### Local utilization, run 1

13 x 13 tiles, from white (low) to dark blue (high), 0 to 100% covered.
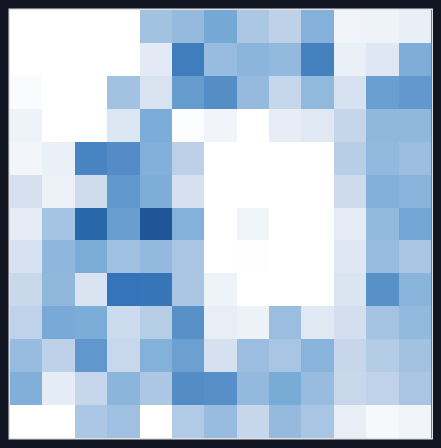
### Gate-type map, run 1

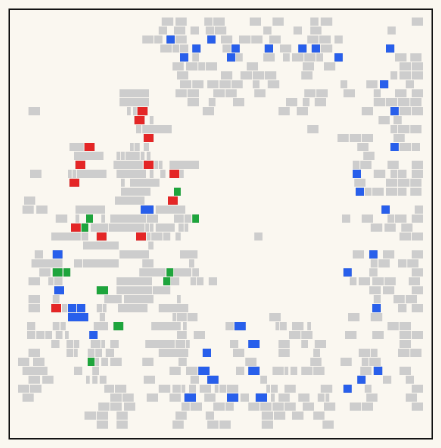
### Metal layers overlaid, run 1

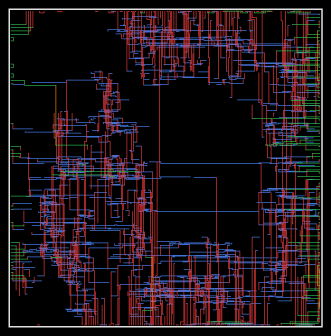
### Routing congestion map, run 1

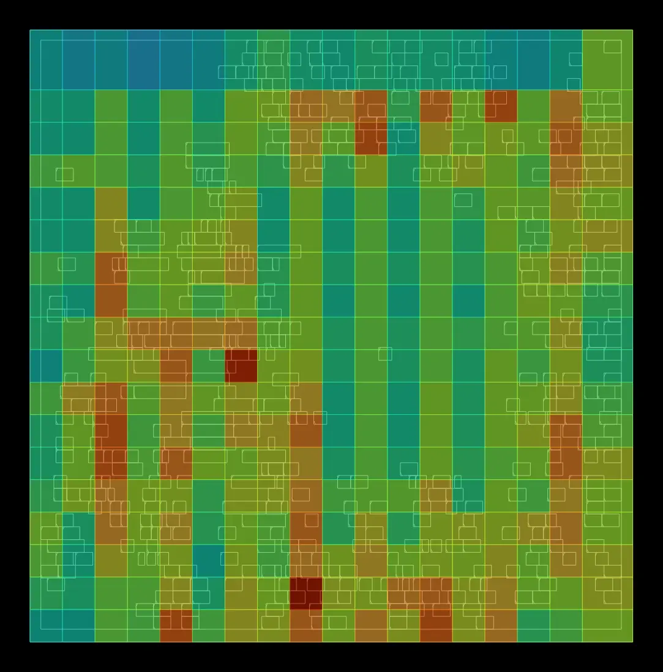
$ cat config.mk
export PLATFORM = sky130hd
export DESIGN_NAME = obi_periph_demux
export DESIGN_NICKNAME = d
export VERILOG_FILES = /design/src/rtl/obi_periph_demux.sv
export SDC_FILE = /design/constraint.sdc
export NUM_CORES = 1
export LEC_CHECK = 0
export ABC_AREA = 0
export CORE_AREA = 2 2 126 128
export DETAILED_ROUTE_END_ITERATION = 10
export DIE_AREA = 0 0 128 130
export PLACE_DENSITY_LB_ADDON = 0.15
export SYNTH_ARGS = -nofsm -noshare
export SYNTH_HDL_FRONTEND = slang
export SYNTH_SLANG_ARGS = --single-unit
$ cat constraint.sdc
create_clock -name clk_i -period 6.1 [get_ports clk_i]
set_clock_uncertainty 0.15 [all_clocks]
set_input_delay 0.915 -clock clk_i [delete_from_list [all_inputs] [get_ports clk_i]]
set_output_delay 0.915 -clock clk_i [all_outputs]
set_load 0.1 [all_outputs]
$ cat src/rtl/obi_periph_demux.sv
// OBI one-master to N-peripheral demultiplexer with in-order response tracking,
// an internal error slot for unmapped addresses, and per-target dead detection.
module obi_periph_demux #(
    parameter int                          ADDR_WIDTH      = 32,
    parameter int                          DATA_WIDTH      = 32,
    parameter int                          NUM_TARGETS     = 4,
    parameter logic [NUM_TARGETS*8-1:0]    TARGET_MASK     = {8'h0F, 8'h0E, 8'h0A, 8'h02},
    parameter int                          MAX_OUTSTANDING = 2,
    parameter int                          TIMEOUT_CYCLES  = 255,
    parameter logic [DATA_WIDTH-1:0]       ERR_RDATA       = 32'hDEADBEEF
) (
    input  logic                              clk_i,
    input  logic                              rst_ni,
    input  logic                              m_req_i,
    input  logic                              m_we_i,
    input  logic [ADDR_WIDTH-1:0]             m_addr_i,
    input  logic [DATA_WIDTH/8-1:0]           m_be_i,
    input  logic [DATA_WIDTH-1:0]             m_wdata_i,
    output logic                              m_gnt_o,
    output logic                              m_rvalid_o,
    output logic                              m_err_o,
    output logic [DATA_WIDTH-1:0]             m_rdata_o,
    output logic [NUM_TARGETS-1:0]            t_req_o,
    input  logic [NUM_TARGETS-1:0]            t_gnt_i,
    input  logic [NUM_TARGETS-1:0]            t_rvalid_i,
    output logic [ADDR_WIDTH-1:0]             t_addr_o,
    output logic                              t_we_o,
    output logic [DATA_WIDTH/8-1:0]           t_be_o,
    output logic [DATA_WIDTH-1:0]             t_wdata_o,
    input  logic [NUM_TARGETS*DATA_WIDTH-1:0] t_rdata_i,
    input  logic                              clr_dead_i,
    output logic [NUM_TARGETS-1:0]            dead_o
);

    localparam int IDW = $clog2(NUM_TARGETS + 1);
    localparam int PW  = (MAX_OUTSTANDING > 1) ? $clog2(MAX_OUTSTANDING) : 1;
    localparam int OW  = $clog2(MAX_OUTSTANDING + 1);
    localparam int CW  = (TIMEOUT_CYCLES > 0) ? $clog2(TIMEOUT_CYCLES + 1) : 1;

    localparam logic [IDW-1:0] ERR_ID    = IDW'(NUM_TARGETS);
    localparam logic [PW-1:0]  LAST_PTR  = PW'(MAX_OUTSTANDING - 1);
    localparam logic [OW-1:0]  FULL_CNT  = OW'(MAX_OUTSTANDING);
    localparam logic [CW-1:0]  TMO_LIMIT = CW'(TIMEOUT_CYCLES);

    logic [IDW-1:0]         fifo_q [MAX_OUTSTANDING];
    logic [PW-1:0]          wr_ptr_q, wr_ptr_d;
    logic [PW-1:0]          rd_ptr_q, rd_ptr_d;
    logic [OW-1:0]          cnt_q, cnt_d;
    logic [IDW-1:0]         last_id_q, last_id_d;
    logic [CW-1:0]          tmo_q, tmo_d;
    logic [NUM_TARGETS-1:0] dead_q, dead_d;

    logic                   fifo_empty, fifo_full;
    logic [IDW-1:0]         dec_id, push_id, head_id;
    logic                   dec_dead, local_err, issue_ok, sel_gnt, push, pop;
    logic                   head_is_tgt, head_dead, head_rvalid, head_live;
    logic [DATA_WIDTH-1:0]  head_rdata;
    logic                   timeout, head_err, tgt_rsp, rsp_err;

    function automatic logic [PW-1:0] ptr_inc(input logic [PW-1:0] p);
        return (p == LAST_PTR) ? '0 : p + 1'b1;
    endfunction

    assign fifo_empty = (cnt_q == '0);
    assign fifo_full  = (cnt_q == FULL_CNT);

    // Lowest matching index wins, so scan from the top down.
    always_comb begin
        dec_id   = ERR_ID;
        dec_dead = 1'b0;
        for (int i = NUM_TARGETS - 1; i >= 0; i--) begin
            if (m_addr_i[31:24] == TARGET_MASK[i*8 +: 8]) begin
                dec_id   = IDW'(i);
                dec_dead = dead_q[i];
            end
        end
    end

    assign push_id   = dec_dead ? ERR_ID : dec_id;
    assign local_err = (push_id == ERR_ID);
    assign issue_ok  = !fifo_full && (fifo_empty || (push_id == last_id_q));

    always_comb begin
        sel_gnt = 1'b0;
        for (int i = 0; i < NUM_TARGETS; i++) begin
            if (dec_id == IDW'(i)) begin
                sel_gnt = t_gnt_i[i];
            end
        end
    end

    assign m_gnt_o = issue_ok && (local_err ? m_req_i : sel_gnt);
    assign push    = m_req_i && m_gnt_o;

    for (genvar gi = 0; gi < NUM_TARGETS; gi++) begin : g_treq
        assign t_req_o[gi] = m_req_i && issue_ok && !local_err && (dec_id == IDW'(gi));
    end

    assign t_addr_o  = m_addr_i;
    assign t_we_o    = m_we_i;
    assign t_be_o    = m_be_i;
    assign t_wdata_o = m_wdata_i;

    assign head_id = fifo_q[rd_ptr_q];

    always_comb begin
        head_is_tgt = 1'b0;
        head_dead   = 1'b0;
        head_rvalid = 1'b0;
        head_rdata  = '0;
        for (int i = 0; i < NUM_TARGETS; i++) begin
            if (head_id == IDW'(i)) begin
                head_is_tgt = 1'b1;
                head_dead   = dead_q[i];
                head_rvalid = t_rvalid_i[i];
                head_rdata  = t_rdata_i[i*DATA_WIDTH +: DATA_WIDTH];
            end
        end
    end

    // Entries queued for a target that has since died are answered locally.
    assign head_live = !fifo_empty && head_is_tgt && !head_dead;
    assign timeout   = head_live && (tmo_q == TMO_LIMIT);
    assign head_err  = !fifo_empty && !head_live;
    assign tgt_rsp   = head_live && head_rvalid && !timeout;
    assign rsp_err   = head_err || timeout;
    assign pop       = tgt_rsp || rsp_err;

    assign m_rvalid_o = pop;
    assign m_err_o    = rsp_err;
    assign m_rdata_o  = tgt_rsp ? head_rdata : (rsp_err ? ERR_RDATA : '0);
    assign dead_o     = dead_q;

    always_comb begin
        cnt_d = cnt_q;
        if (push && !pop) begin
            cnt_d = cnt_q + 1'b1;
        end else if (!push && pop) begin
            cnt_d = cnt_q - 1'b1;
        end
        wr_ptr_d  = push ? ptr_inc(wr_ptr_q) : wr_ptr_q;
        rd_ptr_d  = pop  ? ptr_inc(rd_ptr_q) : rd_ptr_q;
        last_id_d = push ? push_id : last_id_q;

        tmo_d = tmo_q;
        if (pop || fifo_empty) begin
            tmo_d = '0;
        end else if (head_live) begin
            tmo_d = tmo_q + 1'b1;
        end

        // A timeout on the head overrides a simultaneous clear for its own bit.
        dead_d = clr_dead_i ? '0 : dead_q;
        for (int i = 0; i < NUM_TARGETS; i++) begin
            if (timeout && (head_id == IDW'(i))) begin
                dead_d[i] = 1'b1;
            end
        end
    end

    always_ff @(posedge clk_i or negedge rst_ni) begin
        if (!rst_ni) begin
            wr_ptr_q  <= '0;
            rd_ptr_q  <= '0;
            cnt_q     <= '0;
            last_id_q <= ERR_ID;
            tmo_q     <= '0;
            dead_q    <= '0;
        end else begin
            wr_ptr_q  <= wr_ptr_d;
            rd_ptr_q  <= rd_ptr_d;
            cnt_q     <= cnt_d;
            last_id_q <= last_id_d;
            tmo_q     <= tmo_d;
            dead_q    <= dead_d;
        end
    end

    // Slot contents are only meaningful under cnt_q, so no reset is needed.
    always_ff @(posedge clk_i) begin
        if (push) begin
            fifo_q[wr_ptr_q] <= push_id;
        end
    end

endmodule

==> results.cfg, run 1 <==
; physical design summary
[run_status]
status = completed

[global_routing]
grt_pass1_vias = 3318
grt_remaining_overflow = 0
antenna_found_initial = 0
grt.busiest_layer = met2
grtUsageMet2 = 0.258

[layout]
drive_gt1_frac = 0.125
post-route-cell-area_mm2 = 0.00482
nets = 692
lay_top_cells = 160 x clkdlybuf4s50_1, 61 x mux2i_1, 42 x buf_4
areaGrowthSynthToFinish_pct = 48.1
fill_cells = 1624
antenna-diode-count = 0

[clocking]
clk_pin_slew_worst_paths_ns = 0.06
cts_tree = yes
clk_path_buf_depth = 2
cts-root-buf = clkbuf_16
cts_max_level = 1
postCtsSetupBuffers = 0
cts.sinks = 25

[worst_setup_path]
cp_top_family = buffers and inverters
cp_data_required_time_ns = 5.03
rrSetupSlack_ns = 2.90
cp_max_fo = 21
cp-end-kind = primary output
crit_path_max_incr_delay_ns = 1.22
crit_chain = mux2i_4 > mux2i_1 > o22ai_1 > nor2_1 > a21oi_1 > clkdlybuf4s50_1
cp.arrival_ns = 3.73
cp-start-kind = flip-flop
r2r-start = rd_ptr_q
cpMaxStageDelayCell = clkdlybuf4s50_1
rr_worst_depth = 10

[floorplan]
coreArea_mm2 = 0.0154
initCoreUtil = 0.211
io_pins = 321

[yosys]
seq_area_frac_synth = 0.202
synthesis.nets = 581
synth-edff-count = 6
synth_cell_types = 53
mux_share = 0.207
ys_async_sr_fraction = 0.760
avgSynthCellArea_um2 = 8.79
synth_flops = 25
synth-adder-area-share = 0.00769
ys_cells = 370
ys_warn_count = 0
synth_cells = 370
ys_top_logic_family = buffers and inverters

[place]
dpl_cell_area_mm2 = 0.00474
hpwl_mm = 9.35
dp_cells = 668
place.gp.congestion = 0.720

[final_timing]
finalMaxSlewViolations = 0
tightest_slew_ns = 0.988
fin_tns_setup_ns = 0
timing.final.crit_share = 0.787
hold_viol = 0
fmax_mhz = 208
fin_crit_ns = 4.80
holdWs_ns = 0.337
slew_headroom = 0.341
setup_violations = 0

[pwr]
power_w = 0.00225
p_sw_w = 0.00144
p_clk_frac = 0.063
power_frac_comb = 0.831
p_leak_nw = 2.01
power_density_mw_per_mm2 = 467
vdd_drop_max_mv = 0.241
seqPwrFrac = 0.105

[routing]
wl_per_cell_um = 17.8
dr_total_vias = 3146
detail-route-antenna-nets = 0
remaining_drc_errors = 0
routed_wl_mm = 12.0

[flow_run]
maxCapViolCount = 0

[hold_path]
hp-class = flip-flop to flip-flop
holdPathStages = 1
hold_path_startpoint = wr_ptr_q
Back to the opening pictures, 'Local utilization':
The emptiest ninth of the die: top left. 21% of the tiles are nearly empty. The fullest tile reaches 85%. 1.2% of the tiles are over 75% full. The mean over all tiles is 28%.

Back to the opening pictures, 'Gate-type map':
Key: blue = non-inverting ao/oa cells [cells 39, most used a21o_1, where all over the die]; red = xor and xnor cells [cells 13, most used xor2_1]; green = and/or cells [cells 11, most used and2_1]
Non-Filler Instances: 672
most common logic cell in the routed design: clkdlybuf4s50_1
multi-input combinational area share: 0.393

Back to the opening pictures, 'Metal layers overlaid':
Key: green = M3 [wire length 858 um]; red = M2 [wire length 6260 um]; orange = M4 [wire length 99.3 um]; blue = M1 [wire length 4730 um]

Back to the opening pictures, 'Routing congestion map':
All-Layer GR Usage: 0.134
Final Util: 0.312

==> run 1: cells in the mapped netlist, types with 2 or more instances <==
master / n / area [um^2]
inv_1: 8 / 30.0
o21a_1: 2 / 15.0
mux2i_1: 61 / 611
buf_6: 5 / 56.3
nand3_1: 8 / 40.0
xor2_1: 8 / 70.1
a21oi_1: 3 / 15.0
a21o_1: 25 / 188
nor4b_1: 2 / 17.5
nor3_1: 3 / 15.0
clkbuf_1: 9 / 33.8
xnor2_1: 5 / 43.8
nor3b_1: 2 / 15.0
mux2_4: 2 / 30.0
nand4_1: 4 / 25.0
o21ai_0: 2 / 10.0
and2_1: 5 / 31.3
o32ai_1: 4 / 35.0
nand2_1: 6 / 22.5
nand2b_1: 2 / 12.5
nor4_1: 3 / 18.8
dfrtp_1: 18 / 450
and3_1: 2 / 12.5
o22ai_1: 33 / 206
o311a_1: 8 / 80.1
buf_2: 9 / 45.0
ha_1: 2 / 25.0
o221ai_2: 2 / 30.0
edfxtp_1: 6 / 180
nor2_1: 24 / 90.1
buf_4: 73 / 548
nor2b_1: 3 / 18.8
==> run 1: metrics by stage <==
step / utilization / setup slack (ns)
global placement: 0.307 / 1.61
CTS: 0.312 / 1.26
global route: 0.312 / 1.04
floorplan: - / 0.118
finish: 0.312 / 1.30
detailed placement: 0.307 / 1.50
==> run 1: cell type report <==
cell class	count	area [um^2]	share of cell area
multi-input combinational	241	1900	0.393
tap	192	240	0.0499
clock buffer	4	78.8	0.0164
sequential	25	657	0.136
inverter	8	30.0	0.00623
timing repair buffer	202	1920	0.398
==> run 1: cell families after synthesis <==
logic type               Yosys count
AND-OR/OR-AND                     89
XOR/XNOR                          13
adder cells (fa/ha/maj)            2
buffers and inverters            104
AND/OR/NAND/NOR                   72
flip-flops                        25
multiplexers                      65
==> run 1: sequential cells by signal, summed over array words and instances (netlist names) <==
register   count
tmo_q          8
fifo_q         6
dead_o         4
last_id_q      3
cnt_q          2
rd_ptr_q       1
wr_ptr_q       1
==> run 1: worst max-delay path by stage <==
stage	to	cells past startpoint	startpoint	slack (ns)
after detailed placement	t_req_o[3]	8	m_addr_i[24]	1.50
final	m_rvalid_o	6	rd_ptr_q	1.30
after floorplan	t_req_o[1]	7	m_addr_i[24]	0.12
after global placement	m_rvalid_o	6	rd_ptr_q	1.61
after global routing	m_rdata_o[21]	9	rd_ptr_q	1.04
after CTS	m_rdata_o[27]	9	rd_ptr_q	1.26
==> run 1: routing by layer <==
layer / vias up / wire, um
li1: 1503 / -
met1: 1476 / 4730
met2: 155 / 6260
met3: 12 / 857
met4: 0 / 99
met5: - / 0
==> run 1: power by group through the flow <==
stage	clock network, W	logic [W]	registers (W)
2_1_floorplan	0	0.00168	0.000222
3_3_place_gp	0	0.00187	0.000238
3_5_place_dp	0	0.00188	0.000240
4_1_cts	0.000146	0.00189	0.000237
5_1_grt	0.000157	0.00196	0.000242
6_report	0.000143	0.00187	0.000237
### Metal 2, run 1

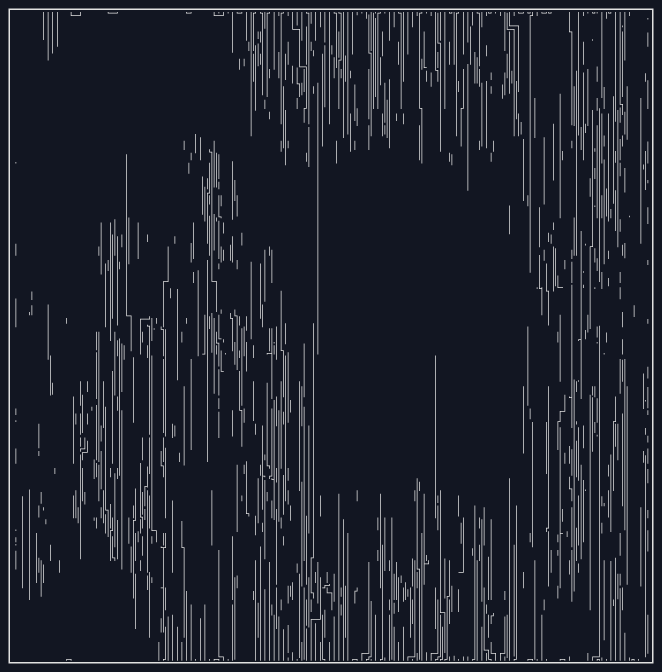

==> run 2, diff against run 1 <==
--- a/config.mk
+++ b/config.mk
@@ -6,9 +6,9 @@
 export NUM_CORES = 1
 export LEC_CHECK = 0
 export ABC_AREA = 0
-export CORE_AREA = 2 2 126 128
+export CORE_AREA = 2 2 125 127
 export DETAILED_ROUTE_END_ITERATION = 10
-export DIE_AREA = 0 0 128 130
+export DIE_AREA = 0 0 127 129
 export PLACE_DENSITY_LB_ADDON = 0.15
 export SYNTH_ARGS = -nofsm -noshare
 export SYNTH_HDL_FRONTEND = slang
==> constraint.sdc (replaced) <==
create_clock -name clk_i -period 3.9 [get_ports clk_i]
set_clock_uncertainty 0.15 [all_clocks]
set_input_delay 0.585 -clock clk_i [delete_from_list [all_inputs] [get_ports clk_i]]
set_output_delay 0.585 -clock clk_i [all_outputs]
set_load 0.1 [all_outputs]
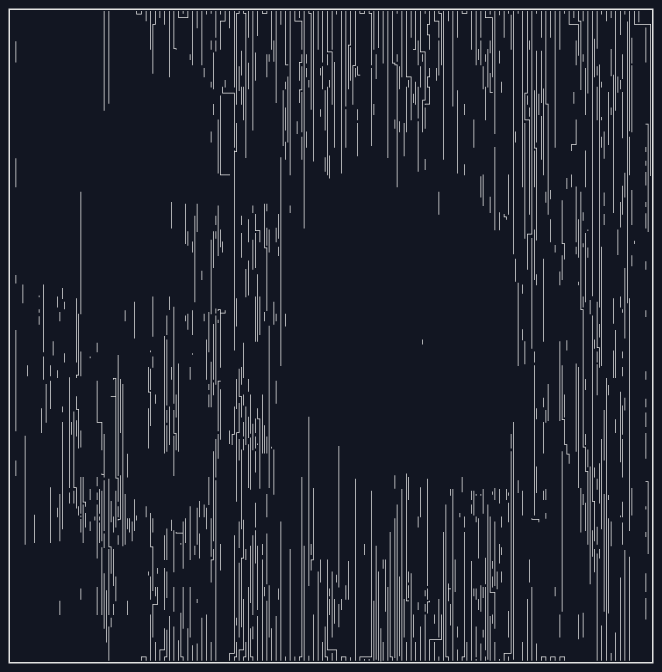
*Metal 2, run 2*
The layer holds 51% of the routed length. The longest straight run is 56.3 um.
via count: 3169
grt met2 use: 0.262
final wirelength: 12.6 mm

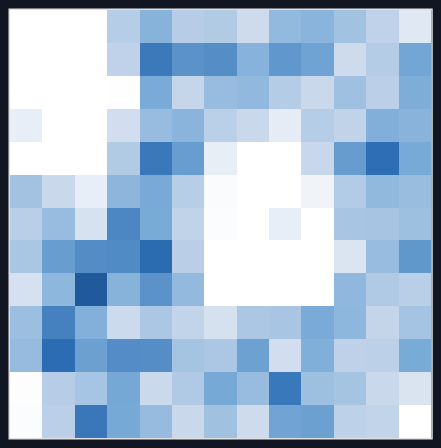
*Local utilization, run 2*
13 x 13 tiles, from white (low) to dark blue (high), 0 to 100% covered.
The densest ninth of the die: bottom left. The mean over all tiles is 31%. The fullest tile reaches 83%. 20% of the tiles are nearly empty.

==> results.cfg, run 2 <==
; physical design summary
[pwr]
power_density_mw_per_mm2 = 772
vdd_drop_max_mv = 0.394
p_leak_nw = 2.23

[floorplan]
io_pins = 321
initCoreUtil = 0.217

[yosys]
synth_top_cell_by_count = buf_4
synth_cell_types = 53
topCellsByArea = mux2i_1 19%, buf_4 17%, dfrtp_1 14%
ys_warn_count = 0
ys_async_sr_fraction = 0.760
synthesis.nets = 581
ys_cells = 370
synth_cells = 370
synth.top_cell.area_share = 0.188
avgSynthCellArea_um2 = 8.79
synth-edff-count = 6
yosys-top-cells-count = 73 x buf_4, 61 x mux2i_1, 33 x o22ai_1

[global_routing]
grt_pass1_vias = 3288
grtUsageTotal = 0.146
antenna_found_initial = 1
grt_remaining_overflow = 0

[layout]
drive_gt1_frac = 0.168
comb_area_mm2 = 0.00192
lay_top_cells = 151 x clkdlybuf4s50_1, 61 x mux2i_1, 40 x buf_12
antenna-diode-count = 0
post-route-cell-area_mm2 = 0.00538
areaGrowthSynthToFinish_pct = 65.2
lay_top_count = clkdlybuf4s50_1
finalNonFillerCells = 675
fill_cells = 1502
nets = 699

[final_timing]
timing.final.crit_share = 0.939
setup_ws_ns = 0.237
tightest_slew_ns = 0.997
finalMaxSlewViolations = 0
slew_headroom = 0.333
setup_violations = 0
fin_crit_ns = 3.66
fmax_mhz = 273
hold_viol = 0

[place]
dpl_cell_area_mm2 = 0.00529
hpwl_mm = 10.1
pre_cts_ws_ns = 0.226
place.gp.congestion = 0.757
dp_cells = 671

[hold_path]
hp-class = flip-flop to flip-flop

[worst_setup_path]
worst-path-stages = 8
worstSetupStartpoint = m_addr_i[27]
cp-start-kind = primary input
crit_type = primary input to primary output
cp_top_family = buffers and inverters
cp.arrival_ns = 2.93
cp_max_fo = 9
crit_path_max_incr_delay_ns = 0.56
r2r-start = rd_ptr_q
crit_chain = clkdlybuf4s50_1 > and3b_1 > a211oi_2 > a21o_1 > xnor2_1 > a21oi_1 > nor4_2 > buf_12
rr_worst_depth = 9
cpMaxStageDelayCell = clkdlybuf4s50_1
crit_end = t_req_o[2]

[run_status]
status = completed

[clocking]
postCtsSetupBuffers = 0
cts_tree = yes
cts.sinks = 25
cts_max_level = 1
clk_pin_slew_worst_paths_ns = 0.06

[flow_run]
maxCapViolCount = 0

[routing]
detail-route-antenna-nets = 0
remaining_drc_errors = 0
[run 2: how the worst min path moves through the flow]
stage	endpoint	slack, ns	cells after the start	from
finish	wr_ptr_q	0.34	1	wr_ptr_q
global route	wr_ptr_q	0.37	1	wr_ptr_q
CTS	wr_ptr_q	0.33	1	wr_ptr_q
detailed placement	wr_ptr_q	0.32	1	wr_ptr_q
global placement	wr_ptr_q	0.32	1	wr_ptr_q
floorplan	cnt_q[0]	0.14	0	rst_ni
[run 2: layout make-up]
type                       instances  share of cell area
multi-input combinational        241               0.358
clock buffer                       3              0.0140
timing repair buffer             209               0.455
tap                              188              0.0438
sequential                        25               0.122
clock inverter                     1             0.00140
inverter                           8             0.00559
[run 2: routing by layer]
metal	track usage	vias to the layer above	routed length, um
met4	0.0368	2	220
met5	0	-	13
met3	0.0370	26	1030
met2	0.262	152	6460
met1	0.176	1463	4860
li1	-	1526	-
[run 2: report_power, final]
group          leakage [nW]  switching, W  total (W)  internal [W]
Combinational          1.89       0.00223    0.00355       0.00131
Sequential            0.304     0.0000536   0.000370      0.000316
Clock                0.0371     0.0000923   0.000232      0.000139
Total                  2.23       0.00238    0.00415       0.00177
[run 2: kinds of logic after synthesis]
group / synth area share
buffers and inverters: 0.219
and+or+nand+nor: 0.121
xor gates and xnor gates: 0.0350
DFF: 0.202
muxes: 0.207
adders and majority gates: 0.00769
AOI/OAI and AO/OA: 0.208
[run 2: stage by stage]
stage,hold WS [ns],utilization,total power [W]
2_1_floorplan,0.139,-,0.00299
3_3_place_gp,0.319,0.353,0.00395
3_5_place_dp,0.325,0.353,0.00396
4_1_cts,0.335,0.359,0.00420
5_1_grt,0.370,0.359,0.00432
6_report,0.335,0.359,0.00415
[run 2: worst reg2reg max path, delay by kind of cell (launching register included)]
| family | cells | cell delay [ns] |
|---|---|---|
| fa+ha+maj | 1 | 0.33 |
| compound gates | 3 | 1.04 |
| flops | 1 | 0.54 |
| buf+inv | 2 | 0.36 |
| simple gates | 2 | 0.26 |
| xor+xnor | 1 | 0.15 |
### Gate-type map, run 2

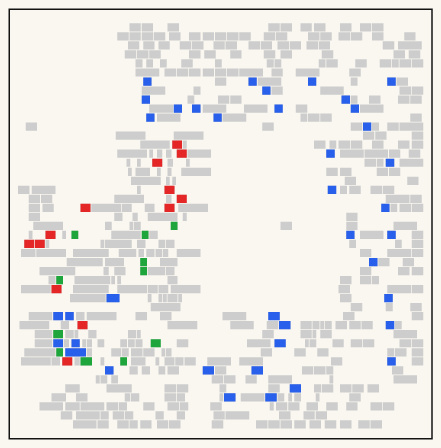

==> run 3, diff against run 2 <==
--- a/config.mk
+++ b/config.mk
@@ -6,10 +6,13 @@
 export NUM_CORES = 1
 export LEC_CHECK = 0
 export ABC_AREA = 0
-export CORE_AREA = 2 2 125 127
+export CAP_MARGIN = 20
+export CELL_PAD_IN_SITES_DETAIL_PLACEMENT = 2
+export CELL_PAD_IN_SITES_GLOBAL_PLACEMENT = 2
+export CORE_UTILIZATION = 13
 export DETAILED_ROUTE_END_ITERATION = 10
-export DIE_AREA = 0 0 127 129
 export PLACE_DENSITY_LB_ADDON = 0.15
 export SYNTH_ARGS = -nofsm -noshare
 export SYNTH_HDL_FRONTEND = slang
 export SYNTH_SLANG_ARGS = --single-unit
+export TNS_END_PERCENT = 1
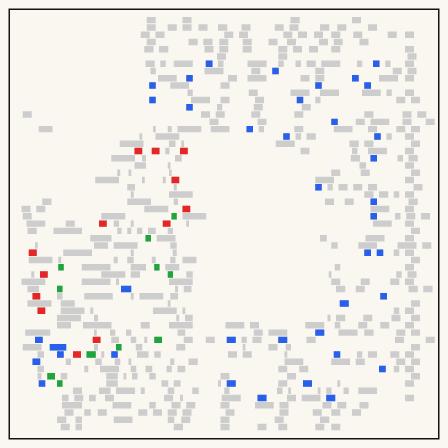
*Gate-type map, run 3*
multi-input combinational area share: 0.343
Non-Filler Instances: 816

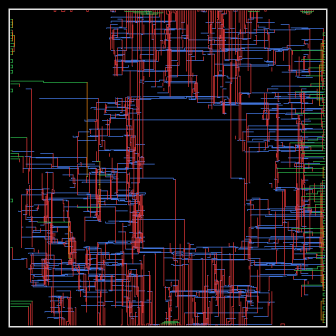
*Metal layers overlaid, run 3*
Key: orange = M4 [wire length 240 um]; red = M2 [wire length 7420 um]; green = M3 [wire length 791 um]; blue = M1 [wire length 5980 um]

==> results.cfg, run 3 <==
; physical design summary
[floorplan]
rows = 57
die_x_um = 160
initCoreUtil = 0.133
io_pins = 321
coreArea_mm2 = 0.0245
chip_area_mm2 = 0.0257
die.size.y_um = 160

[worst_setup_path]
cp.arrival_ns = 2.95
cp-end-kind = primary output
cp-start-kind = primary input
r2r-start = rd_ptr_q
crit_type = primary input to primary output
cp_data_required_time_ns = 3.16
worstSetupStartpoint = m_addr_i[30]
cp_max_fo = 6

[layout]
antenna-diode-count = 0
fin_util = 0.228
top_register = tmo_q
largest_reg_flops = 8
lay_top_count = clkdlybuf4s50_1
areaGrowthSynthToFinish_pct = 71.8
drive_gt1_frac = 0.175
lay_top_cells = 151 x clkdlybuf4s50_1, 61 x mux2i_1, 40 x buf_12
nets = 704

[final_timing]
hold_viol = 0
fin_crit_ns = 3.68
finalMaxSlewViolations = 0
fmax_mhz = 271
tightest_slew_ns = 0.997
timing.final.crit_share = 0.945
setup_violations = 0
slew_headroom = 0.333
rsz0062_at_grt = false

[routing]
drt-pass1-iter-count = 4
detail-route-antenna-nets = 0
dr_total_vias = 3254
routed_wl_mm = 14.4
avgViaCountPerCell = 3.99
remaining_drc_errors = 0
wl_per_cell_um = 17.7
drt_iter0_markers = 62

[flow_run]
warning_count = 27
maxCapViolCount = 0

[clocking]
cts_buffers = 3
postCtsSetupBuffers = 0
insertion_delay_ns = 0.27
clk_pin_slew_worst_paths_ns = 0.07
clk_path_buf_depth = 2
cts_max_level = 1
cts_hold_buf = 0
cts.sinks = 25
cts-root-buf = clkbuf_16
cts_resized = 0
cts_tree = yes

[run_status]
status = completed

[yosys]
synthesis.nets = 581
ys_warn_count = 0
synth-edff-count = 6
seq_area_frac_synth = 0.202
yosysTopAreaCell = mux2i_1
synth_cell_types = 53
topCellsByArea = mux2i_1 19%, buf_4 17%, dfrtp_1 14%
ys_area_mm2 = 0.00325
yosys-top-cells-count = 73 x buf_4, 61 x mux2i_1, 33 x o22ai_1
synth_cells = 370
netlist_area_mm2 = 0.00325
synth_flops = 25
synth_top_cell_by_count = buf_4
ys_cells = 370
ys_async_sr_fraction = 0.760
synth.top_cell.area_share = 0.188
avgSynthCellArea_um2 = 8.79
ff_type = dfrtp_1

[pwr]
power_density_mw_per_mm2 = 753
vdd_drop_max_mv = 0.365
p_leak_nw = 2.26
power_w = 0.00421

[global_routing]
grt_use_met3 = 0.0221
grt_pass1_wl_mm = 22.2
grt_pass1_vias = 3657
grt_max_degree = 33
antenna_found_initial = 0
grt.busiest_layer = met2
grt_remaining_overflow = 0
grtUsageTotal = 0.110
use_met1 = 0.128
grtUsageMet2 = 0.203

[hold_path]
hold_path_startpoint = wr_ptr_q
hp-class = flip-flop to flip-flop

[place]
io_buffers = 198
place.gp.congestion = 0.755
hpwl_mm = 11.5
dp_cells = 810
==> run 3: routing by layer <==
layer,vias up,wire length [um]
met5,-,0
met4,0,240
met3,37,790
met2,111,7420
met1,1571,5980
li1,1535,-
==> run 3: cell families after synthesis <==
kind of cell    count (synthesis)  synth area share
compound gates                 89             0.208
xor+xnor                       13            0.0350
fa+ha+maj                       2           0.00769
buf+inv                       104             0.219
flops                          25             0.202
mux                            65             0.207
simple gates                   72             0.121
==> run 3: path summary, 6_finish.rpt <==
kind	to	slack, ns	cells after the start
setup / recovery	t_req_o[1]	0.22	9
hold / removal	wr_ptr_q	0.34	1
setup reg to reg	cnt_q[1]	0.90	11
hold reg to reg	wr_ptr_q	0.34	1
max in group asynchronous	tmo_q[7]	2.70	2
min in group asynchronous	last_id_q[1]	0.45	1
==> run 3: worst max-delay path, stage by stage <==
cell             delay [ns]
clkdlybuf4s50_1        0.46
nor4_4                 0.28
buf_4                  0.18
nand4_1                0.16
o21ai_0                0.21
and4b_1                0.29
a21oi_1                0.18
nor4_2                 0.38
buf_12                 0.22
==> run 3: power by group <==
part           switching (W)  internal [W]  total, W  leakage (nW)
Sequential         0.0000553      0.000316  0.000371         0.304
Combinational        0.00228       0.00131   0.00359          1.91
Clock               0.000101      0.000142  0.000243        0.0415
==> run 3: area by class of cell <==
| cell class | count | area (um^2) |
|---|---|---|
| Tap cell | 324 | 405 |
| Fill cell | 2718 | 18900 |
| Clock inverter | 1 | 8.76 |
| Multi-Input combinational cell | 241 | 1920 |
| Inverter | 8 | 30.0 |
| Timing Repair Buffer | 214 | 2490 |
| Clock buffer | 3 | 75.1 |
| Sequential cell | 25 | 657 |
==> run 3: per-stage QoR <==
| step | setup WS [ns] | setup TNS, ns | instance area, um^2 | hold slack (ns) |
|---|---|---|---|---|
| floorplan | -0.584 | -1.95 | 3280 | 0.139 |
| global placement | 0.226 | 0 | 5480 | 0.322 |
| detailed placement | 0.0990 | 0 | 5480 | 0.333 |
| CTS | 0.0804 | 0 | 5570 | 0.347 |
| global route | 0.0918 | 0 | 5590 | 0.378 |
| finish | 0.216 | 0 | 5590 | 0.338 |
No activity file was given, so power comes from the tool's default toggle rates.
